`config.mk`:
```
export PLATFORM = sky130hd
export DESIGN_NAME = decimal_to_c2_encoder
export DESIGN_NICKNAME = d
export VERILOG_FILES = /design/src/rtl/c2_dec_pkg.sv /design/src/rtl/dec_mac10.sv /design/src/rtl/decimal_to_c2_encoder.sv
export SDC_FILE = /design/constraint.sdc
export NUM_CORES = 1
export LEC_CHECK = 0
export CAP_MARGIN = 10
export CORE_ASPECT_RATIO = 0.6
export CORE_MARGIN = 1.5
export CORE_UTILIZATION = 30
export CTS_BUF_LIST = sky130_fd_sc_hd__clkbuf_4
export DETAILED_ROUTE_END_ITERATION = 10
export PLACE_DENSITY = 0.59
export SYNTH_ARGS = -nofsm -noshare
export SYNTH_HDL_FRONTEND = slang
export SYNTH_HIERARCHICAL = 1
export SYNTH_SLANG_ARGS = --single-unit
```
`constraint.sdc`:
```
create_clock -name clk -period 3.11 [get_ports clk]
set_input_delay 0.933 -clock clk [delete_from_list [all_inputs] [get_ports clk]]
set_output_delay 0.933 -clock clk [all_outputs]
set_load 0.1 [all_outputs]
```
`src/rtl/c2_dec_pkg.sv`:
```
// Shared types and constants for the decimal-to-two's-complement encoder.
// The accumulator is sized for the largest three-digit magnitude (999).
package c2_dec_pkg;

  typedef enum logic [1:0] {
    IDLE  = 2'd0,
    CALC  = 2'd1,
    CHECK = 2'd2,
    OUT   = 2'd3
  } state_t;

  localparam int DEC_RADIX  = 10;
  localparam int MAX_DIGIT  = 9;
  localparam int NUM_DIGITS = 3;
  localparam int ACC_W      = 10;

endpackage

```
`src/rtl/dec_mac10.sv`:
```
// Combinational acc*10 + digit built from two shifts and adds, so no
// multiplier is inferred.
module dec_mac10
  import c2_dec_pkg::*;
(
  input  logic [ACC_W-1:0] acc_in,
  input  logic [3:0]       digit,
  output logic [ACC_W-1:0] acc_out
);

  assign acc_out = (acc_in << 3) + (acc_in << 1) + {{(ACC_W-4){1'b0}}, digit};

endmodule

```
`src/rtl/decimal_to_c2_encoder.sv`:
```
// Sign + three BCD-style digits in, DW-bit two's-complement word out.
// Horner accumulation over three cycles, one range-check cycle, then a held result.
module decimal_to_c2_encoder
  import c2_dec_pkg::*;
#(
  parameter int DW = 8
) (
  input  logic          clk,
  input  logic          rst,
  input  logic          in_valid,
  output logic          in_ready,
  input  logic          sign,
  input  logic [DW-1:0] hundreds,
  input  logic [DW-1:0] tens,
  input  logic [DW-1:0] units,
  output logic          out_valid,
  input  logic          out_ready,
  output logic [DW-1:0] complement2,
  output logic          out_err
);

  localparam logic [31:0]   POS_LIMIT   = (32'd1 << (DW - 1)) - 32'd1;
  localparam logic [31:0]   NEG_LIMIT   = 32'd1 << (DW - 1);
  localparam logic [DW-1:0] DIGIT_LIMIT = DW'(MAX_DIGIT);
  localparam logic [1:0]    LAST_STEP   = 2'(NUM_DIGITS - 1);

  state_t                state_reg, state_next;
  logic                  sign_reg;
  logic [DW-1:0]         dig_in  [NUM_DIGITS];
  logic [DW-1:0]         dig_reg [NUM_DIGITS];
  logic [NUM_DIGITS-1:0] dig_bad;
  logic [ACC_W-1:0]      acc_reg;
  logic [ACC_W-1:0]      acc_next;
  logic [1:0]            step_reg;
  logic                  digit_err_reg;
  logic [DW-1:0]         complement2_reg;
  logic                  out_err_reg;
  logic [DW-1:0]         digit_cur;
  logic                  digit_bad_cur;
  logic [DW-1:0]         mag_dw;
  logic                  range_err;

  assign dig_in[0] = hundreds;
  assign dig_in[1] = tens;
  assign dig_in[2] = units;

  // Legality is judged on the full port width, before truncation to 4 bits.
  genvar gi;
  generate
    for (gi = 0; gi < NUM_DIGITS; gi++) begin : g_dig_chk
      assign dig_bad[gi] = (dig_reg[gi] > DIGIT_LIMIT);
    end
  endgenerate

  always_comb begin
    digit_cur     = dig_reg[0];
    digit_bad_cur = dig_bad[0];
    case (step_reg)
      2'd1: begin
        digit_cur     = dig_reg[1];
        digit_bad_cur = dig_bad[1];
      end
      2'd2: begin
        digit_cur     = dig_reg[2];
        digit_bad_cur = dig_bad[2];
      end
      default: ;
    endcase
  end

  dec_mac10 u_mac (
    .acc_in  (acc_reg),
    .digit   (digit_cur[3:0]),
    .acc_out (acc_next)
  );

  // Magnitude resized to the result width; narrow results keep only the low bits.
  generate
    if (DW > ACC_W) begin : g_mag_wide
      assign mag_dw = {{(DW-ACC_W){1'b0}}, acc_reg};
    end else if (DW == ACC_W) begin : g_mag_equal
      assign mag_dw = acc_reg;
    end else begin : g_mag_narrow
      assign mag_dw = acc_reg[DW-1:0];
    end
  endgenerate

  assign range_err = sign_reg ? (32'(acc_reg) > NEG_LIMIT)
                              : (32'(acc_reg) > POS_LIMIT);

  always_ff @(posedge clk or posedge rst) begin
    if (rst) begin
      state_reg <= IDLE;
    end else begin
      state_reg <= state_next;
    end
  end

  always_comb begin
    state_next = state_reg;
    in_ready   = 1'b0;
    out_valid  = 1'b0;
    case (state_reg)
      IDLE: begin
        in_ready = 1'b1;
        if (in_valid) state_next = CALC;
      end
      CALC: begin
        if (step_reg == LAST_STEP) state_next = CHECK;
      end
      CHECK: begin
        state_next = OUT;
      end
      OUT: begin
        out_valid = 1'b1;
        if (out_ready) state_next = IDLE;
      end
      default: state_next = IDLE;
    endcase
  end

  always_ff @(posedge clk or posedge rst) begin
    if (rst) begin
      sign_reg        <= 1'b0;
      acc_reg         <= '0;
      step_reg        <= 2'd0;
      digit_err_reg   <= 1'b0;
      complement2_reg <= '0;
      out_err_reg     <= 1'b0;
      for (int i = 0; i < NUM_DIGITS; i++) dig_reg[i] <= '0;
    end else begin
      case (state_reg)
        IDLE: begin
          if (in_valid) begin
            sign_reg      <= sign;
            acc_reg       <= '0;
            step_reg      <= 2'd0;
            digit_err_reg <= 1'b0;
            for (int i = 0; i < NUM_DIGITS; i++) dig_reg[i] <= dig_in[i];
          end
        end
        CALC: begin
          acc_reg       <= acc_next;
          step_reg      <= step_reg + 2'd1;
          digit_err_reg <= digit_err_reg | digit_bad_cur;
        end
        CHECK: begin
          if (digit_err_reg || range_err) begin
            complement2_reg <= '0;
            out_err_reg     <= 1'b1;
          end else begin
            complement2_reg <= sign_reg ? (~mag_dw + DW'(1)) : mag_dw;
            out_err_reg     <= 1'b0;
          end
        end
        default: ;
      endcase
    end
  end

  assign complement2 = complement2_reg;
  assign out_err     = out_err_reg;

endmodule

```
==> run_1/congestion.png <==
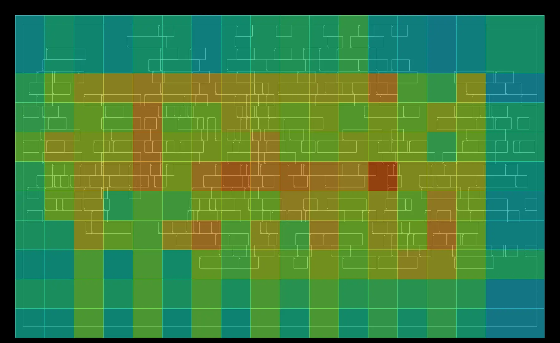
met2 usage: 0.158
busiest layer in global routing: met1

==> run_1/clk_routes.png <==
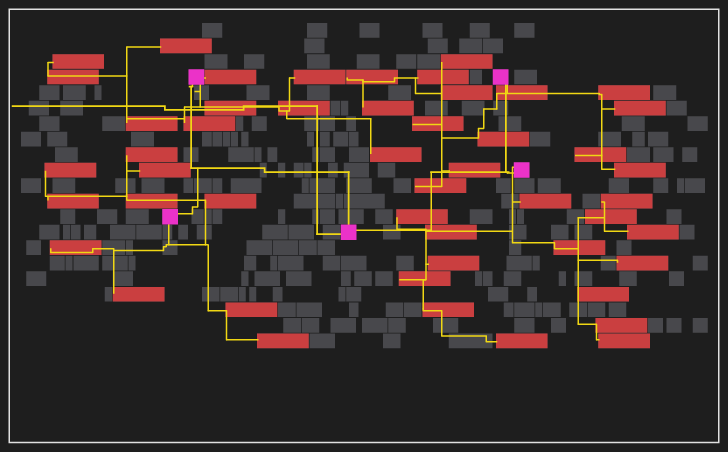
[clock drivers] magenta | count: 5
[clock wires] yellow | length: 685 um
[flip-flops] red | count: 49
routed clock nets: 6

==> run_1/placement_by_type.png <==
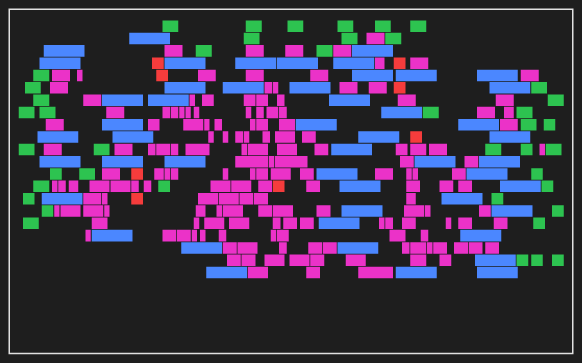
| class | color | cells | share of their area |
|---|---|---|---|
| combinational and other logic | magenta | 166 | 45% |
| clock drivers and dummy loads | red | 8 | 2.0% |
| flops | blue | 49 | 40% |
| other buffers and delay cells | green | 42 | 13% |

==> summary.txt, run 1 <==
Results of the flow run.

The setup TNS after final layout stands at 0 ns. Across the routed clock network, the largest skew measured is 0.0138 ns. The maximum cell stage delay along the critical path stands at 0.47 ns. The DRC violation total left in the routed layout is recorded as 0. The number of maximum-capacitance violations stands at 0. The clock period minus final worst setup slack stands at 2.90 ns. The worst hold slack stands at 0.513 ns. The utilization of the core after routing stands at 0.374. Counting flops with an async set or reset pin after synthesis yields a share of 1.00. The number of input and output port buffers inserted stands at 39. The number of placement rows stands at 26. The total clock network power stands at 0.000314 W. The cell that appears most often on the critical path is inv_1. Summing over the stages, the warning tally comes to 30. Per the log, the first TritonRoute iteration ended with a DRC count of 78. The run finished with clean final reports. For the combinational group, total power comes out at 0.00191 W.

The pin count of the biggest net entering global routing stands at 50. The tree is rooted in a clkbuf_4. In the final layout, the share of cells above drive strength 1 is 0.226. The final weighted congestion of routability-driven global placement stands at 0.790. The worst hold path begins at out_err. The worst setup path is captured at a register. The chip area from the yosys synthesis statistics stands at 2640 um2. The arithmetic-cell share of the synthesized area counting full adders, half adders and majority gates stands at 0.115.

The synthesis run identifies the leading combinational cell family as AND-OR/OR-AND gates. Counting only logic cells after layout, the most numerous master is dfrtp_1. The commonest register cell is dfrtp_1.

The chip footprint stands at 9390 um2. TritonCTS built the clock tree. For the worst setup path, the data arrival time is 3.19 ns. The number of cells on the worst hold path stands at 1. The sequential fraction of design power stands at 0.351.

Per the post-route antenna check, the number of violating nets is 0. In this run the worst path has a maximum fanout of 11. The internal power of the cells totals 0.00180 W. The number of cells in the design after placement stands at 369. The worst setup path is launched from a register.

The average routed wire per standard cell stands at 14.4 um. The count of distinct cell types in the synthesized netlist stands at 41. The CTS report gives the tree buffer count as 5. Counting endpoints that fail hold in the final report gives 0. The layout overhead on the synthesized area stands at 20.9%.

The power report attributes to the clock group a share of 0.092. Summed over all nets, the switching power comes to 0.00162 W. OpenSTA lists the critical path endpoint as acc_reg[8]. The number of filler instances in the final layout stands at 858.

The flip-flop and latch power stands at 0.00120 W. The flip-flop count of the largest register, all copies and words added stands at 24. The number of antenna repair diodes stands at 0. The area fraction in compound gates after synthesis stands at 0.150. The first detailed-routing pass ran for 4 iterations. On the critical path, the stage with the largest delay is an instance of fa_1. Setup repair after global routing left no endpoint under its margin. The number of nets produced by synthesis stands at 274. The critical path in this run is classified as reg -> reg. The initial utilization of the core area, before any placement, comes to 0.310. The post-route fraction of the period consumed by the critical path stands at 0.932. The synthesized area stands at 2640 um2. In this run the critical register-to-register path is captured at acc_reg[8]. The startpoint identified for the worst register-to-register timing path is step_reg[0]. The final instance count without filler cells stands at 377. With fillers left out, the area of the finished cells amounts to 3190 um2. Dividing the detail-routed via count by the number of cells gives 4.69. The initial antenna violation count is 0.

The overall power of the completed layout stands at 0.00342 W. The library cells used most frequently in the layout, excluding fill and tap cells, are dfrtp_1, clkdlybuf4s50_1, mux2_2, ha_1. Ranked by power, first place goes to combinational logic. The critical path goes through inv_1 > ha_2 > nand2_1 > o21ai_0 > inv_1 > fa_1 > inv_1 > fa_1 > a21oi_2 > o211ai_2 > a21oi_2 > xnor2_1 > a22o_1. The multiplexer area fraction after synthesis stands at 0.122. The via total after detailed routing stands at 1767. Per the post-CTS timing run, clock transition at the registers of the reported paths is 0.15 ns. The number of top-level pins stands at 40. In the hold report, the worst path ends at out_err. Per the CTS log, the buffer count on the longest clock path is 2. The achievable frequency stands at 345 MHz.
==> run 1: critical path: cells and delay by family (launching register included) <==
kind	cells	cell delay [ns]
compound gates	5	0.71
xor+xnor	1	0.07
fa+ha+maj	3	1.35
buf+inv	3	0.19
flops	1	0.41
simple gates	1	0.07
==> run 1: per-layer routing <==
layer | up-vias | global-route usage | wire length (um)
li1 | 886 | - | -
met1 | 832 | 0.208 | 3130
met2 | 41 | 0.158 | 1920
met3 | 8 | 0.0427 | 324
met4 | 0 | 0.0417 | 63
met5 | - | 0 | 0
==> run 1: cells in the mapped netlist, types with 3 or more instances <==
master / count / area, um2
xnor2_1: 6 / 52.6
clkbuf_1: 5 / 18.8
xor2_1: 7 / 61.3
o21ai_1: 3 / 15.0
inv_1: 15 / 56.3
a21oi_2: 3 / 26.3
dfrtp_1: 49 / 1230
o21ai_0: 13 / 65.1
nor2_1: 4 / 15.0
mux2_2: 26 / 293
a22oi_1: 4 / 30.0
mux2i_1: 3 / 30.0
a22o_1: 9 / 78.8
nand2_1: 14 / 52.6
o2bb2ai_1: 7 / 61.3
a21oi_1: 4 / 20.0
ha_1: 21 / 263
==> run 1: what timing repair did <==
item	4_1_cts	5_1_grt
setup endpoints to repair	0	1
hold buffers	0	0
gates resized	0	1
==> run 1: cell type report <==
| class | instances | area, um2 | area share |
|---|---|---|---|
| multi-input combinational | 150 | 1320 | 0.413 |
| timing repair buffer | 42 | 385 | 0.121 |
| clock inverter | 2 | 15.0 | 0.00471 |
| clock buffer | 6 | 45.0 | 0.0141 |
| inverter | 16 | 60.1 | 0.0188 |
| sequential | 49 | 1230 | 0.384 |
| tap | 112 | 140 | 0.0439 |
## Run 2: what changed since run 1
--- a/config.mk
+++ b/config.mk
@@ -11,7 +11,8 @@
 export CORE_UTILIZATION = 30
 export CTS_BUF_LIST = sky130_fd_sc_hd__clkbuf_4
 export DETAILED_ROUTE_END_ITERATION = 10
-export PLACE_DENSITY = 0.59
+export DONT_BUFFER_PORTS = 1
+export PLACE_DENSITY = 0.54
 export SYNTH_ARGS = -nofsm -noshare
 export SYNTH_HDL_FRONTEND = slang
 export SYNTH_HIERARCHICAL = 1
==> run_2/placement_by_type.png <==
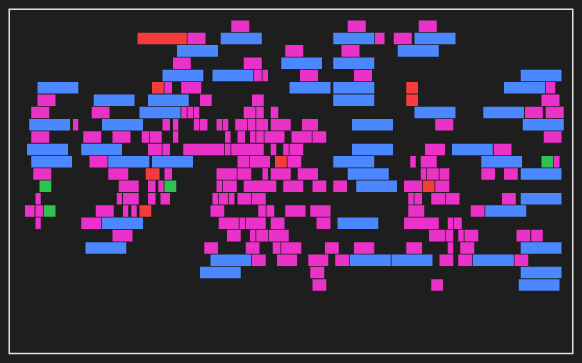
| class | color | cells | share of their area |
|---|---|---|---|
| combinational and other logic | magenta | 166 | 51% |
| flops | blue | 49 | 45% |
| other buffers and delay cells | green | 4 | 1.1% |
| clock drivers and dummy loads | red | 8 | 3.1% |
final standard cell utilization of the core: 0.337
sequential fraction of total cell area: 0.427

==> run 2 against run 1 <==
Compared with the run above:
- sequential power up 29%
- total power about the same
- non-clock buffer count down 38
- clock skew up 0.0079 ns
- critical path type unchanged
- largest cell class unchanged
- highest routed layer unchanged
==> summary.txt, run 2 <==
Results of the flow run.

The flow ran to the end, and the final reports show no timing, DRC or antenna violations. The achievable frequency is 349 MHz (+1.1%). The number of warning messages in the yosys log stands at 6. The detailed route wirelength on metal3 stands at 341 um (+5.2%). STA classifies the critical path endpoint as a register. Detailed placement finished with a half-perimeter wire length of 4030 um.

The total clock buffers created by CTS stands at 5 (unchanged). Among logic cells in the layout, the one with the most instances is dfrtp_1. The flip-flop count of the largest register, all copies and words added is 24 (unchanged).

The die is 124 um wide. The initial antenna violation count stands at 0 (unchanged). The share of the core filled by cells before placement stands at 0.310 (unchanged). The all-layer global routing usage stands at 0.123. The number of cells reported by Yosys stat comes to 222.

The number of maximum-capacitance violations came to 0 (unchanged). The worst hold slack stands at 0.525 ns (+0.0119 ns). The setup TNS after final layout was 0 ns (unchanged). The top cell types in the final layout, fill and taps aside, are dfrtp_1, mux2_2, ha_1, nand2_1, inv_1. The number of nets still failing antenna checks after routing is 0 (unchanged). The number of top-level pins was 40 (unchanged). The clock transition at the registers of the reported paths was 0.14 ns (about the same). The highest layer touched by signal routing is met4. The final weighted congestion of routability-driven global placement stands at 0.798 (+1.0%). Sorting the synthesized cells by area gives the leading types as dfrtp_1, mux2_2, ha_1, a22o_1, o21ai_0. The number of DRC violations after detailed routing stands at 0 (unchanged). The clock period minus final worst setup slack was 2.87 ns (-0.0309 ns). The DRC violation total after the first TritonRoute iteration is 76 (-2.6%). For this run, the post-layout net count is 278.

The share of Yosys cell area claimed by the top area cell type stands at 0.464 (unchanged). The number of input and output port buffers inserted was 0 (-100%). The critical path arrival stands at 3.15 ns (-0.04 ns). Among all flip-flop cells after synthesis, the most frequent one is dfrtp_1. Setup repair after global routing left no endpoint under its margin. The routed length on met2 is 1900 um (-1.0%). The synthesized area came to 2640 um2 (unchanged). For the worst reg-to-reg path, the endpoint reported by OpenROAD is acc_reg[8].

The average routed wire per standard cell is 15.7 um (+9.1%). The final timing report lists a max-slew violation count of 0. The number of nets produced by synthesis came to 274 (unchanged).

STA classifies the critical path startpoint as a register. For the worst setup path, the data required time is 3.39 ns. The worst-case reg-to-reg setup slack stands at 0.24 ns.

The worst register-to-register path depth is 13. Per Yosys stat, the portion of area used by sequential elements is 0.464. The cell area after layout stands at 2870 um2 (-10%). The number of antenna repair diodes stands at 0 (unchanged). The flow reported a cell area power density of 1190 nW/um2.

The count of flip-flops with a built-in enable after synthesis stands at 0. The buffer depth of the longest clock path stands at 2 (unchanged). Across the VDD grid, the largest voltage drop is 0.000451 V.

The final instance count without filler cells is 339 (-10%). The post-synth register bit count is 49. The length of the first detailed-routing pass in iterations came to 4 (unchanged).

The chip area from the yosys synthesis statistics came to 2640 um2 (unchanged). Looking at the setup timing report, the critical path kind is reg -> reg. The placed instances occupy a cell area of 2770 um2.

In the post-route report, total wirelength is listed as 5330 um. The post-route fraction of the period consumed by the critical path is 0.922 (-0.00992). The cts-stage hold buffer count stands at 0 (unchanged). The pin count of the biggest net entering global routing stands at 50 (unchanged). The buffers inserted during post-CTS setup optimization stands at 0. The maximum fanout along the worst path stands at 5 (-6). The number of placement rows was 26 (unchanged). The count of distinct cell types in the synthesized netlist came to 41 (unchanged). STA lists the startpoint of the worst register-to-register path as step_reg[1].

The post-detailed-route via-to-cell ratio stands at 4.91 (+4.9%). For the worst min-delay path, the startpoint reported by OpenROAD is dig_reg[4]. In this run the mean area of a mapped cell was 11.9 um2.

The tool warning count was 30 (unchanged). The flow measured a signed area growth from synthesis to layout of 8.67%. The via total after detailed routing stands at 1666 (-5.7%).

In this run the vertical extent of the chip is 75.7 um. The chip footprint is 9390 um2 (unchanged). Looking at the gate-level netlist, the highest instance count belongs to dfrtp_1. TritonCTS built the clock tree.

The commonest cells after synthesis are dfrtp_1, mux2_2, ha_1, inv_1, nand2_1. The post-synthesis cell count stands at 222. The layout cell share with drive strength beyond 1 is 0.220 (-0.00615). The overall power of the completed layout stands at 0.00342 W (about the same). The tree is rooted in a clkbuf_4. The H-tree was split into 2 levels. The endpoint of the worst hold path is reported as dig_reg[4]. Per the synthesis report, the dominant area consumer among library cells is dfrtp_1. The length of routed wiring on met1 is 3030 um (-3.0%). The number of cells in the design after placement stands at 331 (-10%). The setup skew after layout is 0.0217 ns (+0.00786 ns). The number of cells on the worst hold path stands at 1 (unchanged). The number of endpoints with negative hold slack in the final report stands at 0 (unchanged). The fraction of registers with async set/reset came to 1.00 (unchanged).
run 2: cell counts after synthesis:
No cell type changed its count.
run 2: worst max path at each step:
stage,end,slack [ns],cells past startpoint
2_1_floorplan,acc_reg[8],0.25,14
3_3_place_gp,acc_reg[8],0.23,12
3_5_place_dp,acc_reg[8],0.18,12
4_1_cts,acc_reg[8],0.16,12
5_1_grt,acc_reg[8],0.007,13
6_report,acc_reg[8],0.24,13
run 2: power by group:
part | total (W) | switching, W | internal [W]
clock | 0.000394 | 0.000214 | 0.000180
combinational | 0.00148 | 0.000785 | 0.000694
sequential | 0.00155 | 0.000624 | 0.000923
run 2: layer usage:
metal,vias up,track usage
met5,-,0
met2,39,0.155
met1,814,0.187
met4,0,0.0341
li1,805,-
met3,8,0.0494
run 2: cell type report:
class	instances	area, um2
sequential	49	1230
fill	870	5650
timing repair buffer	4	30.0
multi-input combinational	150	1330
clock buffer	6	45.0
inverter	16	60.1
tap	112	140
clock inverter	2	38.8
run 2: repair_timing:
item | CTS | global route
endpoints found under the hold margin | 0 | 0
gates resized | 0 | 2
setup endpoints to repair | 0 | 2
run 2: worst max-delay path, stage by stage (launching register included):
cell and delay, ns:
dfrtp_1 0.45, inv_1 0.07, ha_1 0.23, a22oi_1 0.09, o21ai_0 0.15, inv_1 0.07
fa_1 0.48, inv_1 0.07, fa_1 0.47, a21oi_2 0.18, o211ai_2 0.09, a21oi_2 0.15
xnor2_1 0.07, a22o_1 0.21
run 2: cell families after synthesis:
group / Yosys count / synth area share
buffers and inverters: 23 / 0.0370
xor gates and xnor gates: 13 / 0.0431
and+or+nand+nor: 31 / 0.0687
AOI/OAI and AO/OA: 54 / 0.150
adders and majority gates: 23 / 0.115
muxes: 29 / 0.122
DFF: 49 / 0.464
## Run 3: what changed since run 2
--- a/config.mk
+++ b/config.mk
@@ -13,6 +13,7 @@
 export DETAILED_ROUTE_END_ITERATION = 10
 export DONT_BUFFER_PORTS = 1
 export PLACE_DENSITY = 0.54
+export SKIP_LAST_GASP = 1
 export SYNTH_ARGS = -nofsm -noshare
 export SYNTH_HDL_FRONTEND = slang
 export SYNTH_HIERARCHICAL = 1
==> run 3 against run 2 <==
Compared with the run above:
- sequential share of layout area did not move
- clock skew did not move
- hold slack did not move
- highest routed layer unchanged
- synthesized cell count did not move
==> summary.txt, run 3 <==
Results of the flow run.

The layout inverter count without the clock tree came to 16 (unchanged). The register share of the cell area is 0.427 (unchanged). The y dimension of the die was 75.7 um (unchanged).

The average routed wire per standard cell was 15.7 um (unchanged). Setup repair after global routing left no endpoint under its margin. Clock tree synthesis selected as its root buffer the cell clkbuf_4.

The number of maximum-capacitance violations was 0 (unchanged). The worst-case vdd ir drop stands at 0.000451 V (unchanged). STA classifies the critical path startpoint as a register. The overall power of the completed layout stands at 0.00342 W (unchanged). The count of flip-flops with a built-in enable after synthesis stands at 0 (unchanged). The number of filler instances in the final layout stands at 870 (unchanged). The footprint of the flip-flops and latches came to 1230 um2 (unchanged). The maximum cell stage delay along the critical path was 0.48 ns (about the same). The critical path is of the reg -> reg type. The number of nets produced by synthesis stands at 274 (unchanged). The fraction of registers with async set/reset was 1.00 (unchanged). The die extent in x stands at 124 um (unchanged). For the worst reg-to-reg path, the startpoint reported by OpenROAD is step_reg[1]. The placed wire-length estimate came to 4030 um (unchanged). The required time of the critical path stands at 3.39 ns (about the same).

The count of instantiated cells in the yosys netlist came to 222 (unchanged). The share of the final layout cell area in multi-input gates stands at 0.463 (unchanged). The fraction of area in clock buffers and inverters is 0.0292 (unchanged). The flip-flop count of the largest register, all copies and words added stands at 24 (unchanged).

The utilization of the core after routing was 0.337 (unchanged). The flow ran to the end, and the final reports show no timing, DRC or antenna violations. The pin count of the biggest net entering global routing stands at 50 (unchanged). The number of input and output port buffers inserted came to 0 (unchanged).

The number of DRC violations after detailed routing stands at 0 (unchanged). The post-route fraction of the period consumed by the critical path was 0.922 (unchanged). Counting stages on the worst path, the most repeated cell is inv_1. The share of the core filled by cells before placement stands at 0.310 (unchanged).

The initial antenna violation count was 0 (unchanged). The cell type that accounts for the most area after synthesis is dfrtp_1. The setup TNS after final layout stands at 0 ns (unchanged).

The setup skew after layout stands at 0.0217 ns (unchanged). The number of antenna repair diodes was 0 (unchanged). The share of Yosys cell area claimed by the top area cell type is 0.464 (unchanged).

The buffer depth of the longest clock path stands at 2 (unchanged). The number of top-level pins came to 40 (unchanged). Yosys instantiated no cell more often than dfrtp_1. The number of nets still failing antenna checks after routing stands at 0 (unchanged). The critical path arrival was 3.15 ns (about the same).

The layout net count came to 278 (unchanged). The final weighted congestion of routability-driven global placement stands at 0.798 (unchanged). The number of endpoints with negative hold slack in the final report stands at 0 (unchanged). Yosys attributes the largest share of cell area to dfrtp_1, mux2_2, ha_1, a22o_1, o21ai_0.
-- run 3: timing repair --
action,4_1_cts,5_1_grt
buffers inserted,0,0
setup endpoints to repair,0,2
gates resized,0,2
-- run 3: final timing paths --
| check | endpoint | slack [ns] | cells after the start |
|---|---|---|---|
| min in group asynchronous | complement2[0] | 0.55 | 2 |
| hold reg to reg | dig_reg[4] | 0.52 | 1 |
| hold / removal | dig_reg[4] | 0.52 | 1 |
| setup reg to reg | acc_reg[8] | 0.24 | 13 |
| setup / recovery | acc_reg[8] | 0.24 | 13 |
| max in group asynchronous | state_reg[0] | 2.11 | 2 |
-- run 3: kinds of logic after synthesis --
logic type	count (synthesis)	synth area share
compound gates	54	0.150
flops	49	0.464
simple gates	31	0.0687
mux	29	0.122
buf+inv	23	0.0370
fa+ha+maj	23	0.115
xor+xnor	13	0.0431
-- run 3: critical path, delay by kind of cell (launching register included) --
family | cells | cell delay (ns)
buffers and inverters | 3 | 0.21
XOR/XNOR | 1 | 0.07
adder cells (fa/ha/maj) | 3 | 1.18
flip-flops | 1 | 0.45
AND-OR/OR-AND | 6 | 0.87
-- run 3: metrics by stage --
step / setup WS (ns) / instance area (um2)
after floorplan: 0.247 / 2640
after global placement: 0.234 / 2770
after detailed placement: 0.182 / 2770
after CTS: 0.157 / 2860
after global routing: 0.00728 / 2870
final: 0.242 / 2870
-- run 3: metal layers --
metal,share of wire,vias to the layer above,GRT usage
li1,-,805,-
met1,0.57,814,0.187
met2,0.36,39,0.155
met3,0.064,8,0.0494
met4,0.010,0,0.0341
met5,0,-,0
-- run 3: where the power goes --
part           leakage, nW  switching [W]  internal [W]  total [W]
registers            0.609       0.000624      0.000923    0.00155
logic                0.631       0.000785      0.000694    0.00148
clock network       0.0459       0.000214      0.000180   0.000394
total                 1.29        0.00162       0.00180    0.00342
==> run_3/placement_by_type.png <==
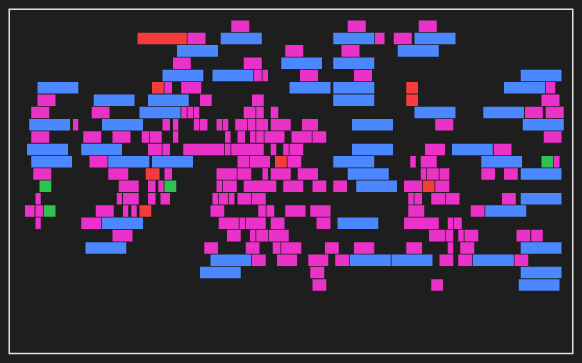
| class | color | cells | share of their area |
|---|---|---|---|
| other buffers and delay cells | green | 4 | 1.1% |
| flops | blue | 49 | 45% |
| clock drivers and dummy loads | red | 8 | 3.1% |
| combinational and other logic | magenta | 166 | 51% |
Row Count: 26
final design instance area without fill: 2870 um2
Placeable Area: 8520 um2

No activity file was given, so power comes from the tool's default toggle rates.
